$ cat config.mk
export PLATFORM = sky130hd
export DESIGN_NAME = interrupt_controller
export DESIGN_NICKNAME = d
export VERILOG_FILES = /design/src/rtl/interrupt_controller_pkg.sv /design/src/rtl/interrupt_controller_sync.sv /design/src/rtl/interrupt_controller.sv
export SDC_FILE = /design/constraint.sdc
export NUM_CORES = 1
export LEC_CHECK = 0
export CAP_MARGIN = 20
export CORE_AREA = 2 2 39 41
export CTS_BUF_LIST = sky130_fd_sc_hd__clkbuf_16
export DETAILED_ROUTE_END_ITERATION = 12
export DIE_AREA = 0 0 41 43
export PLACE_DENSITY = 0.72
export RECOVER_POWER = 50
export SYNTH_ARGS = -nofsm -noshare
export SYNTH_HDL_FRONTEND = slang
export SYNTH_SLANG_ARGS = --single-unit
$ cat constraint.sdc
create_clock -name sys_clock -period 1.3 [get_ports sys_clock]
set_input_delay 0.325 -clock sys_clock [delete_from_list [all_inputs] [get_ports sys_clock]]
set_output_delay 0.325 -clock sys_clock [all_outputs]
set_load 0.01 [all_outputs]
$ cat src/rtl/interrupt_controller_pkg.sv
// Shared CPU definitions for interrupt sequencing: source encodings, vector
// low bytes and the opcode forced into the instruction register.
package interrupt_controller_pkg;

  typedef enum logic [1:0] {
    INT_SW_BRK = 2'd0,
    INT_IRQ    = 2'd1,
    INT_NMI    = 2'd2,
    INT_RESET  = 2'd3
  } int_type_e;

  typedef enum logic {
    ST_IDLE    = 1'b0,
    ST_SERVICE = 1'b1
  } int_state_e;

  localparam logic [7:0] VEC_NMI_LO = 8'hFA;
  localparam logic [7:0] VEC_RES_LO = 8'hFC;
  localparam logic [7:0] VEC_IRQ_LO = 8'hFE;
  localparam logic [7:0] VEC_HI     = 8'hFF;
  localparam logic [7:0] OPC_BRK    = 8'h00;

  localparam logic [2:0] CYCLE_T1 = 3'd1;

  // Software BRK shares the IRQ vector; only the pushed B bit tells them apart.
  function automatic logic [7:0] vector_lo_of(input int_type_e t);
    case (t)
      INT_NMI:   vector_lo_of = VEC_NMI_LO;
      INT_RESET: vector_lo_of = VEC_RES_LO;
      default:   vector_lo_of = VEC_IRQ_LO;
    endcase
  endfunction

endpackage

$ cat src/rtl/interrupt_controller_sync.sv
// Two-flop synchroniser for asynchronous active-low request lines; both
// stages reset high so an idle line never looks asserted out of reset.
module signal_synchronizer (
  input  logic clk,
  input  logic rst,
  input  logic async_in,
  output logic sync_out
);

  logic meta_q, meta_d;
  logic sync_q, sync_d;

  always_comb begin
    meta_d = async_in;
    sync_d = meta_q;
  end

  always_ff @(posedge clk) begin
    if (rst) begin
      meta_q <= 1'b1;
      sync_q <= 1'b1;
    end else begin
      meta_q <= meta_d;
      sync_q <= sync_d;
    end
  end

  assign sync_out = sync_q;

endmodule

$ cat src/rtl/interrupt_controller.sv
// Interrupt sequencing ahead of the instruction controller: synchronises
// NMI/IRQ, edge-detects NMI, tracks RESET and raises the BRK-forcing flag.
module interrupt_controller
  import interrupt_controller_pkg::*;
(
  input  logic       sys_clock,
  input  logic       rst,
  input  logic       clk_phase_1,
  input  logic       clk_phase_2,
  input  logic       nmi_n,
  input  logic       irq_n,
  input  logic       i_flag,
  input  logic [2:0] next_cycle,
  output logic       interrupt_flag,
  output logic [1:0] interrupt_type,
  output logic [7:0] vector_lo,
  output logic       b_flag_push,
  output logic       suppress_write,
  output logic       in_service
);

  logic nmi_sync;
  logic irq_sync;

  signal_synchronizer u_nmi_sync (
    .clk      (sys_clock),
    .rst      (rst),
    .async_in (nmi_n),
    .sync_out (nmi_sync)
  );

  signal_synchronizer u_irq_sync (
    .clk      (sys_clock),
    .rst      (rst),
    .async_in (irq_n),
    .sync_out (irq_sync)
  );

  int_state_e state_q, state_d;
  int_type_e  type_q, type_d;
  logic       flag_q, flag_d;
  logic       nmi_pending_q, nmi_pending_d;
  logic       nmi_prev_q, nmi_prev_d;

  logic irq_req;
  logic p2_act;
  logic boundary;

  assign irq_req  = !irq_sync & !i_flag;
  // Phase 1 wins if both strobes ever coincide.
  assign p2_act   = clk_phase_2 & !clk_phase_1;
  assign boundary = clk_phase_1 & (next_cycle == CYCLE_T1);

  always_comb begin
    state_d       = state_q;
    type_d        = type_q;
    flag_d        = flag_q;
    nmi_pending_d = nmi_pending_q;
    nmi_prev_d    = nmi_prev_q;

    if (p2_act) begin
      nmi_prev_d = nmi_sync;
      if (nmi_prev_q & !nmi_sync) begin
        nmi_pending_d = 1'b1;
      end
      // A fresh NMI edge is visible to the poll on the same strobe.
      flag_d = (state_q == ST_IDLE) ? (nmi_pending_d | irq_req) : 1'b0;
    end

    if (boundary) begin
      case (state_q)
        ST_IDLE: begin
          if (flag_q) begin
            state_d = ST_SERVICE;
            flag_d  = 1'b0;
            if (nmi_pending_q) begin
              type_d        = INT_NMI;
              nmi_pending_d = 1'b0;
            end else begin
              type_d = INT_IRQ;
            end
          end else begin
            type_d = INT_SW_BRK;
          end
        end
        ST_SERVICE: begin
          state_d = ST_IDLE;
        end
        default: state_d = ST_IDLE;
      endcase
    end
  end

  always_ff @(posedge sys_clock) begin
    if (rst) begin
      state_q       <= ST_SERVICE;
      type_q        <= INT_RESET;
      flag_q        <= 1'b0;
      nmi_pending_q <= 1'b0;
      nmi_prev_q    <= 1'b1;
    end else begin
      state_q       <= state_d;
      type_q        <= type_d;
      flag_q        <= flag_d;
      nmi_pending_q <= nmi_pending_d;
      nmi_prev_q    <= nmi_prev_d;
    end
  end

  assign interrupt_flag = flag_q;
  assign interrupt_type = type_q;
  assign in_service     = (state_q == ST_SERVICE);
  assign vector_lo      = vector_lo_of(type_q);
  assign b_flag_push    = (type_q == INT_SW_BRK);
  assign suppress_write = in_service & (type_q == INT_RESET);

endmodule

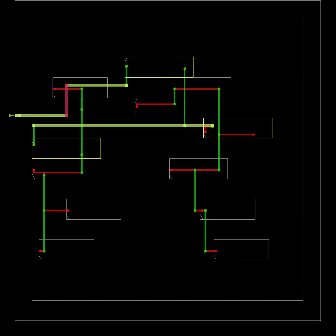
(run_1/clocks.png)
Post-Route Skew: 0.00295 ns
CLK BUF: 3
clk sink count: 10

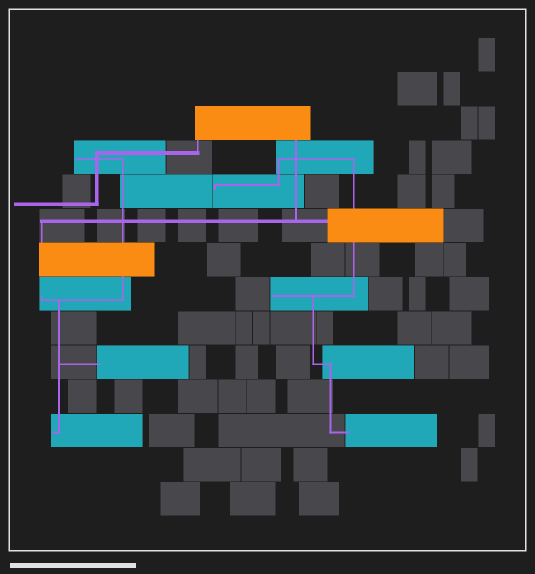
(run_1/clk_routes.png)
Bar = 10 um.
Purple is clock wires, length 142 um. Orange is clock drivers, count 3. Cyan is flip-flops, count 10.
There are 4 routed clock nets.

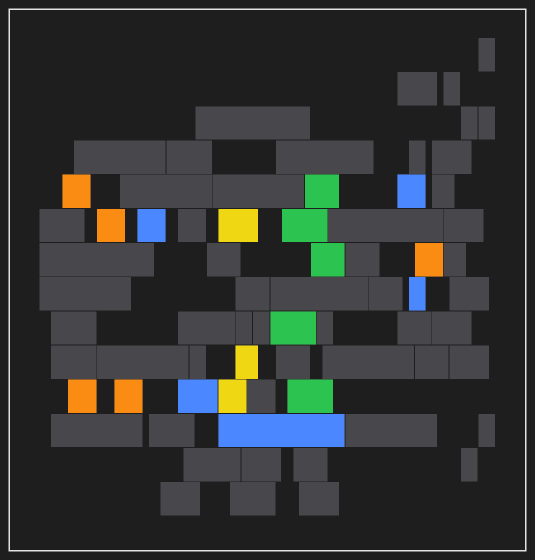
(run_1/logic_types.png)
Yellow is aoi and oai cells, cells 3. Orange is and/or cells, cells 5. Green is non-inverting ao/oa cells, cells 5, where center. Blue is nand cells, cells 5.

==> changes_impl.md, run 1 <==
## Implementation

- IO Pins: 24
- Flop area: 203 um2
- Fp util: 0.338
- P_leak: about 0.31 nW
- Met2 Usage GRT: 0.231
- Reg clk slew, reported paths: 0.04 ns
- Sw frac: 0.177
- HPWL after DPL: around 640 um
- CTS max path bufs: 2
- Worst-path fanout max: 6
- Max Slew Vio Count: 0
- Crit path kind: reg -> out
- ANT cells: 0
- Reg power frac: 0.348
- Final wirelength: 872 um
- Final core utilization: 0.531
- Grt peak-use layer: met2
- FILL cells: 134
- Tally of OpenROAD warnings: 26
- Chip Height: 43 um
- Late-Pin Clk Latency: 0.23 ns
- Count of cell types in the netlist: 22
- Initial antenna violation count: 0
- Fmax achieved: 0.804 GHz
- Total vias in the final route: between 400 and 500
- Mapped Area: between 400 and 500 um2
- Most instantiated logic cells after routing: 9 x dlygate4sd2_1, 8 x dfxtp_1, 6 x conb_1, 6 x buf_4
- Clk network pwr share: 0.568
- Startpoint Class: flip-flop
- Area growth from synthesis to layout: 57.0%
- Dpl cells: about 84
- PD cells: 1260 nW/um2
- 1st-iter DRT viols: 3
- Logic pwr share: 0.084
- TritonCTS clock tree: built
- Die area: 1760 um2
- Post-synth area from yosys stat: 468 um2
- Met3 Usage GRT: 0.0785
- Largest type area fraction: 0.428
- Commonest Layout Cell: dlygate4sd2_1
- Top post-synthesis cells by area: dfxtp_1 43%, buf_4 9.6%, nand4bb_4 5.9%, or2_2 5.3%, a311o_1 4.3%
- Drt pass-1 iters: 2
- Setup_tns: 0 ns
- Final Hold Fails: 0
- Synth Seq Share: 0.428
- Syn_area_per_cell: approximately 9.7 um2
- Yosys warning count: 0
- # Max-Cap Violations: 0
- Post-Place Worst Slack: -0.340 ns
- Synth Instances: ~48
- Crit. End Element: output port
- Logic area: 233 um2
- Total CTS buffers: 3
- Synth flops: 10
- Core area: 1380 um2
- Worst Setup Slack, final: 0.0555 ns
- Maximum vdd ir drop: 0.000942 V
- Final net count: 83
- Yosys Instances: about 48
- Final Setup Violations: 0
- WL/cell: approximately 10 um
- DRC Markers: 0
- # rows: 14
- Largest net degree at the start of global routing: 11
- Status: finished, final reports clean
- Final Cycle Share: 0.957
- Total Power: 0.922 mW
- Placer Congestion: 0.795
- Layout cells sized above 1: 0.296
- Switch Pwr: 0.164 mW
- Hold Path Class: reg -> reg
- Vias in the first global route: 428
- DIE WIDTH: 41 um
- Placed inst area: 669 um2
- H-tree level count: 1
- Worst Hold Slack: 0.406 ns
- Grt met1 use: 0.0971
- Critical Path RT: 0.98 ns
- Number of I/O port buffers: 17
- Final ANT Viol Nets: 0
- Final cell count without fillers: around 87
- Final instance area: 734 um2
- Critical Path AT: 0.92 ns
- Grt total ovfl: 0
-- run 1: worst max-delay path, stage by stage, from the launching register on --
cell and delay (ns):
dfxtp_2 0.33, nor2_1 0.09, dlygate4sd2_1 0.27
-- run 1: cells by family after synthesis --
kind of cell,count (synthesis),share of synthesized area
other cells,2,0.0160
mux,1,0.0214
simple gates,18,0.275
flops,10,0.428
compound gates,8,0.139
buf+inv,9,0.120
-- run 1: area by class of cell --
type | instances | share of cell area
well taps | 16 | 0.0273
repair buffers | 23 | 0.267
clock buffers | 3 | 0.102
flip-flops and latches | 10 | 0.276
multi-input cells | 33 | 0.317
inverters | 2 | 0.0102
-- run 1: sequential cells by signal, summed over array words and instances, names as in the netlist --
signal and count:
u_irq_sync.meta_q 1, in_service 1, interrupt_flag 1, u_nmi_sync.sync_out 1, nmi_pending_q 1, nmi_prev_q 1
u_nmi_sync.meta_q 1, u_irq_sync.sync_out 1, interrupt_type 2
-- run 1: final timing paths --
path	from	to	slack, ns	cells after the start
setup reg to reg	in_service$_SDFFE_PP1N_	interrupt_type[0]$_SDFFE_PP1P_	0.24	3
setup / recovery	interrupt_type[1]$_SDFFE_PP1P_	b_flag_push	0.06	2
hold / removal	u_irq_sync.meta_q$_SDFF_PP1_	u_irq_sync.sync_out$_SDFF_PP1_	0.41	1
hold reg to reg	u_irq_sync.meta_q$_SDFF_PP1_	u_irq_sync.sync_out$_SDFF_PP1_	0.41	1
-- run 1: cell usage after synthesis --
cell / instances
a311oi_1: 1
a31oi_1: 1
nor4_1: 2
nor2_1: 3
o21a_1: 2
dfxtp_1: 10
a211o_2: 1
or2_2: 4
mux2i_1: 1
nor3b_1: 2
clkbuf_1: 1
nor2b_1: 1
a21oi_1: 1
inv_1: 2
and3_1: 1
nand2_1: 1
buf_4: 6
nand2b_2: 1
nand4bb_4: 1
conb_1: 2
a311o_1: 2
nand2b_1: 2
-- run 1: repair_timing --
action / in CTS / in global routing
hold endpoints to repair: 0 / 0
endpoints found under the setup margin: 12 / 6
hold buffers: 0 / 0
pin swaps: 5 / 3
setup buffers: 0 / 0
resized: 15 / 4
-- run 1: power by group through the flow --
stage,Sequential (mW),Clock (mW),Combinational (mW)
after global routing,0.322,0.547,0.0851
final,0.321,0.524,0.0771
after detailed placement,0.326,0,0.0825
after CTS,0.321,0.535,0.0788
after global placement,0.325,0,0.0814
after floorplan,0.327,0,0.0468
-- run 1: routing by layer --
layer / vias up / part of all wire
met5: - / 0
met1: 184 / 0.36
met2: 22 / 0.51
li1: 200 / -
met3: 2 / 0.12
met4: 0 / 0.0046
==> run_1/sizes.png <==
Bar = 10 um.
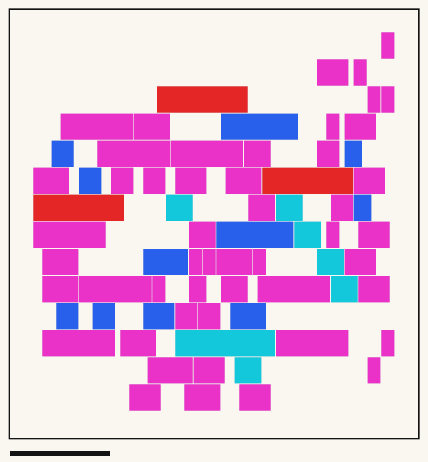

--- run 2 (diff from run 1) ---
--- a/config.mk
+++ b/config.mk
@@ -10,6 +10,7 @@
 export CTS_BUF_LIST = sky130_fd_sc_hd__clkbuf_16
 export DETAILED_ROUTE_END_ITERATION = 12
 export DIE_AREA = 0 0 41 43
+export GPL_TIMING_DRIVEN = 0
 export PLACE_DENSITY = 0.72
 export RECOVER_POWER = 50
 export SYNTH_ARGS = -nofsm -noshare
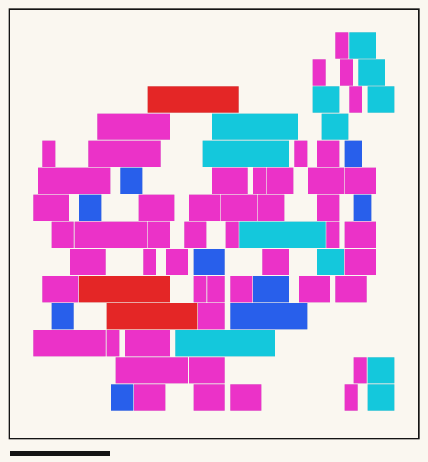
(run_2/sizes.png)
Bar = 10 um.
Blue is _2 cells, cells 9, share 12%. Magenta is _0 and _1 cells, cells 50, share 68%. Cyan is _3 and _4 cells, cells 12, share 16%. Red is _6 and larger, cells 3, share 4.1%.

==> changes_impl.md, run 2 <==
## Implementation

- Status: finished, final reports clean
- Critical Path RT: 0.98 ns
- Largest type area fraction: 0.428
- Fp util: 0.338
- Yosys Instances: ~48
- DRC Markers: 0
- Core area: 1380 um2
- DIE WIDTH: 41 um
- WL/cell: 8.94 um
- Count leader, synth: dfxtp_1
- HPWL after DPL: between 600 and 700 um
- GRT Total Usage: 0.122
- Area growth from synthesis to layout: 60.7%
- Switch Pwr: 0.164 mW
- Worst-path fanout max: 6
- H-tree level count: 1
- Pint: about 0.76 mW
- Initial antenna violation count: 0
- FILL cells: 130
- Cts hold-fix bufs: 0
- 1st-iter DRT viols: 1
- TritonCTS clock tree: built
- Synth area leader: dfxtp_1
- Chip Height: 43 um
- Commonest cells post-synth: 10 x dfxtp_1, 6 x buf_4, 4 x or2_2
- Main synth FF type: dfxtp_1
- Yosys warning count: 0
- Number of I/O port buffers: 16
- Post-route minimum period: 1.24 ns
- Total CTS buffers: 3
- Sw frac: 0.177
- # rows: 14
- Wire length on met2: between 300 and 400 um
- Post-synth area from yosys stat: 468 um2
- Total vias in the final route: 393
- Final Setup Violations: 0
- Top post-synthesis cells by area: dfxtp_1 43%, buf_4 9.6%, nand4bb_4 5.9%, or2_2 5.3%, a311o_1 4.3%
- Final net count: 85
- ANT cells: 0
- Tally of OpenROAD warnings: 26
- Unrepaired setup endpoints after global routing: false
- Syn_area_per_cell: approximately 9.7 um2
- Grt total ovfl: 0
- Met1 wire length: 327 um
- Critical Path AT: 0.92 ns
- Uppermost layer routed: met4
- Largest net degree at the start of global routing: 11
- Reg power frac: 0.341
- Worst path cell trace: nor2_1, clkdlybuf4s15_1
- Met3 WL: 83 um
- IO Pins: 24
- Final ANT Viol Nets: 0
- Mapped Area: 468 um2
- Root Buffer: clkbuf_16
- Final wirelength: 805 um
- Logic pwr share: 0.088
- Maximum vdd ir drop: 0.000887 V
- Final Cycle Share: 0.956
- CP bufs+invs: 1
- Drt pass-1 iters: 4
- Layout cells sized above 1: 0.324
- Vias in the first global route: 360
- PD cells: 1230 nW/um2
- Clk network pwr share: 0.571
- Flip-flops with a built-in enable: 0
- Worst path max stage delay: 0.35 ns
- Reg clk slew, reported paths: 0.04 ns
- Fmax achieved: 0.805 GHz
- Setup_tns: 0 ns
- P_leak: approximately 0.32 nW
- CTS max path bufs: 2
- Count of cell types in the netlist: 22
- First-pass GRT wire length: 1470 um
- Reg2reg setup slack: 0.30 ns
- Critical path's top delay family: flip-flops
- Synth Seq Share: 0.428
- Post-synth ARST share: 0
- Clk sink count: 10
- Max Slew Vio Count: 0
- Post-Route Skew: 0.00264 ns
- Final Hold Fails: 0
- Crit. End Element: output port
- Late-Pin Clk Latency: 0.23 ns
- DR vias/cell: 4.37
- Total Power: around 0.93 mW
- Max reg flops: 2
- # Max-Cap Violations: 0
- Die area: 1760 um2
- Placer Congestion: 0.773
- Synth flops: 10
- Startpoint Class: flip-flop
- Synth Instances: 48
- Slowest cell on the critical path: dfxtp_4
- Crit path kind: reg -> out
- Most instantiated logic cells after routing: 8 x buf_4, 8 x dlygate4sd2_1, 6 x conb_1, 6 x dfxtp_1, 4 x or2_2
- Hold Path Class: reg -> reg
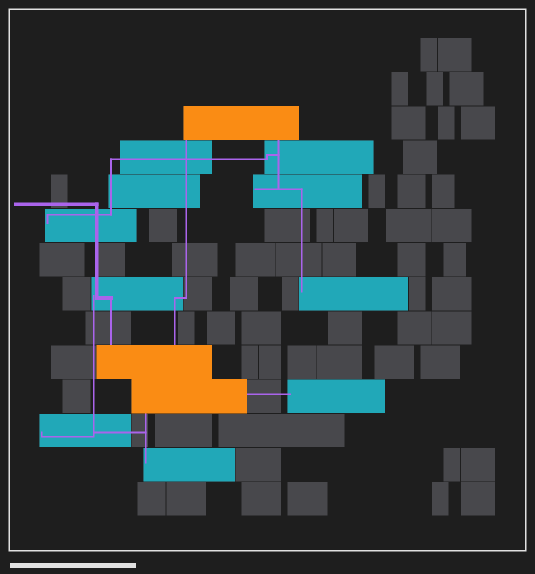
(run_2/clk_routes.png)
Bar = 10 um.
Orange is clock drivers, count 3. Cyan is flip-flops, count 10. Purple is clock wires, length 123 um.
There are 4 routed clock nets.

## run 2: netlist changes by cell type in the layout (fill, tap and decap cells not counted), sizes merged
cell           before  now
clkdlybuf4s15       0    1
buf                 6    9
dlygate4sd2         9    8
clkdlybuf4s50       4    2
dlygate4sd3         1    2
clkinv              0    1
## run 2: path summary, 6_finish.rpt
path,startpoint,to,depth (start not counted)
worst max-delay path,interrupt_type[1]$_SDFFE_PP1P_,b_flag_push,2
worst min-delay path,u_nmi_sync.meta_q$_SDFF_PP1_,u_nmi_sync.sync_out$_SDFF_PP1_,1
worst max register to register,in_service$_SDFFE_PP1N_,interrupt_type[0]$_SDFFE_PP1P_,3
worst min register to register,u_nmi_sync.meta_q$_SDFF_PP1_,u_nmi_sync.sync_out$_SDFF_PP1_,1
## run 2: worst reg2reg max path, cell delays in order (launching register included)
cell,delay (ns)
dfxtp_4,0.34
buf_4,0.13
o21a_1,0.15
a311o_1,0.26
## run 2: kinds of logic (layout without fill, tap and decap cells)
group,Yosys count,after routing,synth area share
AND-OR/OR-AND,8,8,0.139
multiplexers,1,1,0.0214
flip-flops,10,10,0.428
buffers and inverters,9,31,0.120
other,2,6,0.0160
AND/OR/NAND/NOR,18,18,0.275
## run 2: power by group through the flow
stage	clock (mW)	combinational, mW	sequential, mW
final	0.529	0.0811	0.316
after global routing	0.566	0.0911	0.317
after CTS	0.545	0.0800	0.321
after detailed placement	0	0.0849	0.327
after global placement	0	0.0839	0.327
after floorplan	0	0.0468	0.327
## run 2: area by class of cell
| class | count | area, um2 | share of cell area |
|---|---|---|---|
| Buffer | 7 | 48.8 | 0.0649 |
| Clock buffer | 3 | 75.1 | 0.0998 |
| Clock inverter | 1 | 3.75 | 0.00499 |
| Inverter | 2 | 7.51 | 0.00998 |
| Multi-Input combinational cell | 33 | 226 | 0.301 |
| Sequential cell | 10 | 213 | 0.283 |
| Tap cell | 16 | 20.0 | 0.0266 |
| Timing Repair Buffer | 18 | 158 | 0.210 |
## run 2: per-stage QoR
stage,area [um2],hold slack (ns),setup WS [ns],utilization,std cells
finish,752,0.405,0.0572,0.543,90
global route,752,0.418,0.00159,0.543,90
CTS,738,0.407,0.00204,0.533,88
detailed placement,663,0.393,-0.362,0.479,84
global placement,663,0.393,-0.358,0.479,84
floorplan,483,0.389,0.159,-,52
## run 2: layer usage
layer | vias to the layer above | GRT usage
li1 | 207 | -
met1 | 165 | 0.137
met2 | 19 | 0.191
met3 | 2 | 0.0314
met4 | 0 | 0.0800
met5 | - | 0
## run 2: what timing repair did
action / 4_1_cts / 5_1_grt
setup endpoints to repair: 11 / 6
pin swaps: 5 / 3
gates resized: 18 / 7
buffers inserted: 0 / 2
No activity file was given, so power comes from the tool's default toggle rates.
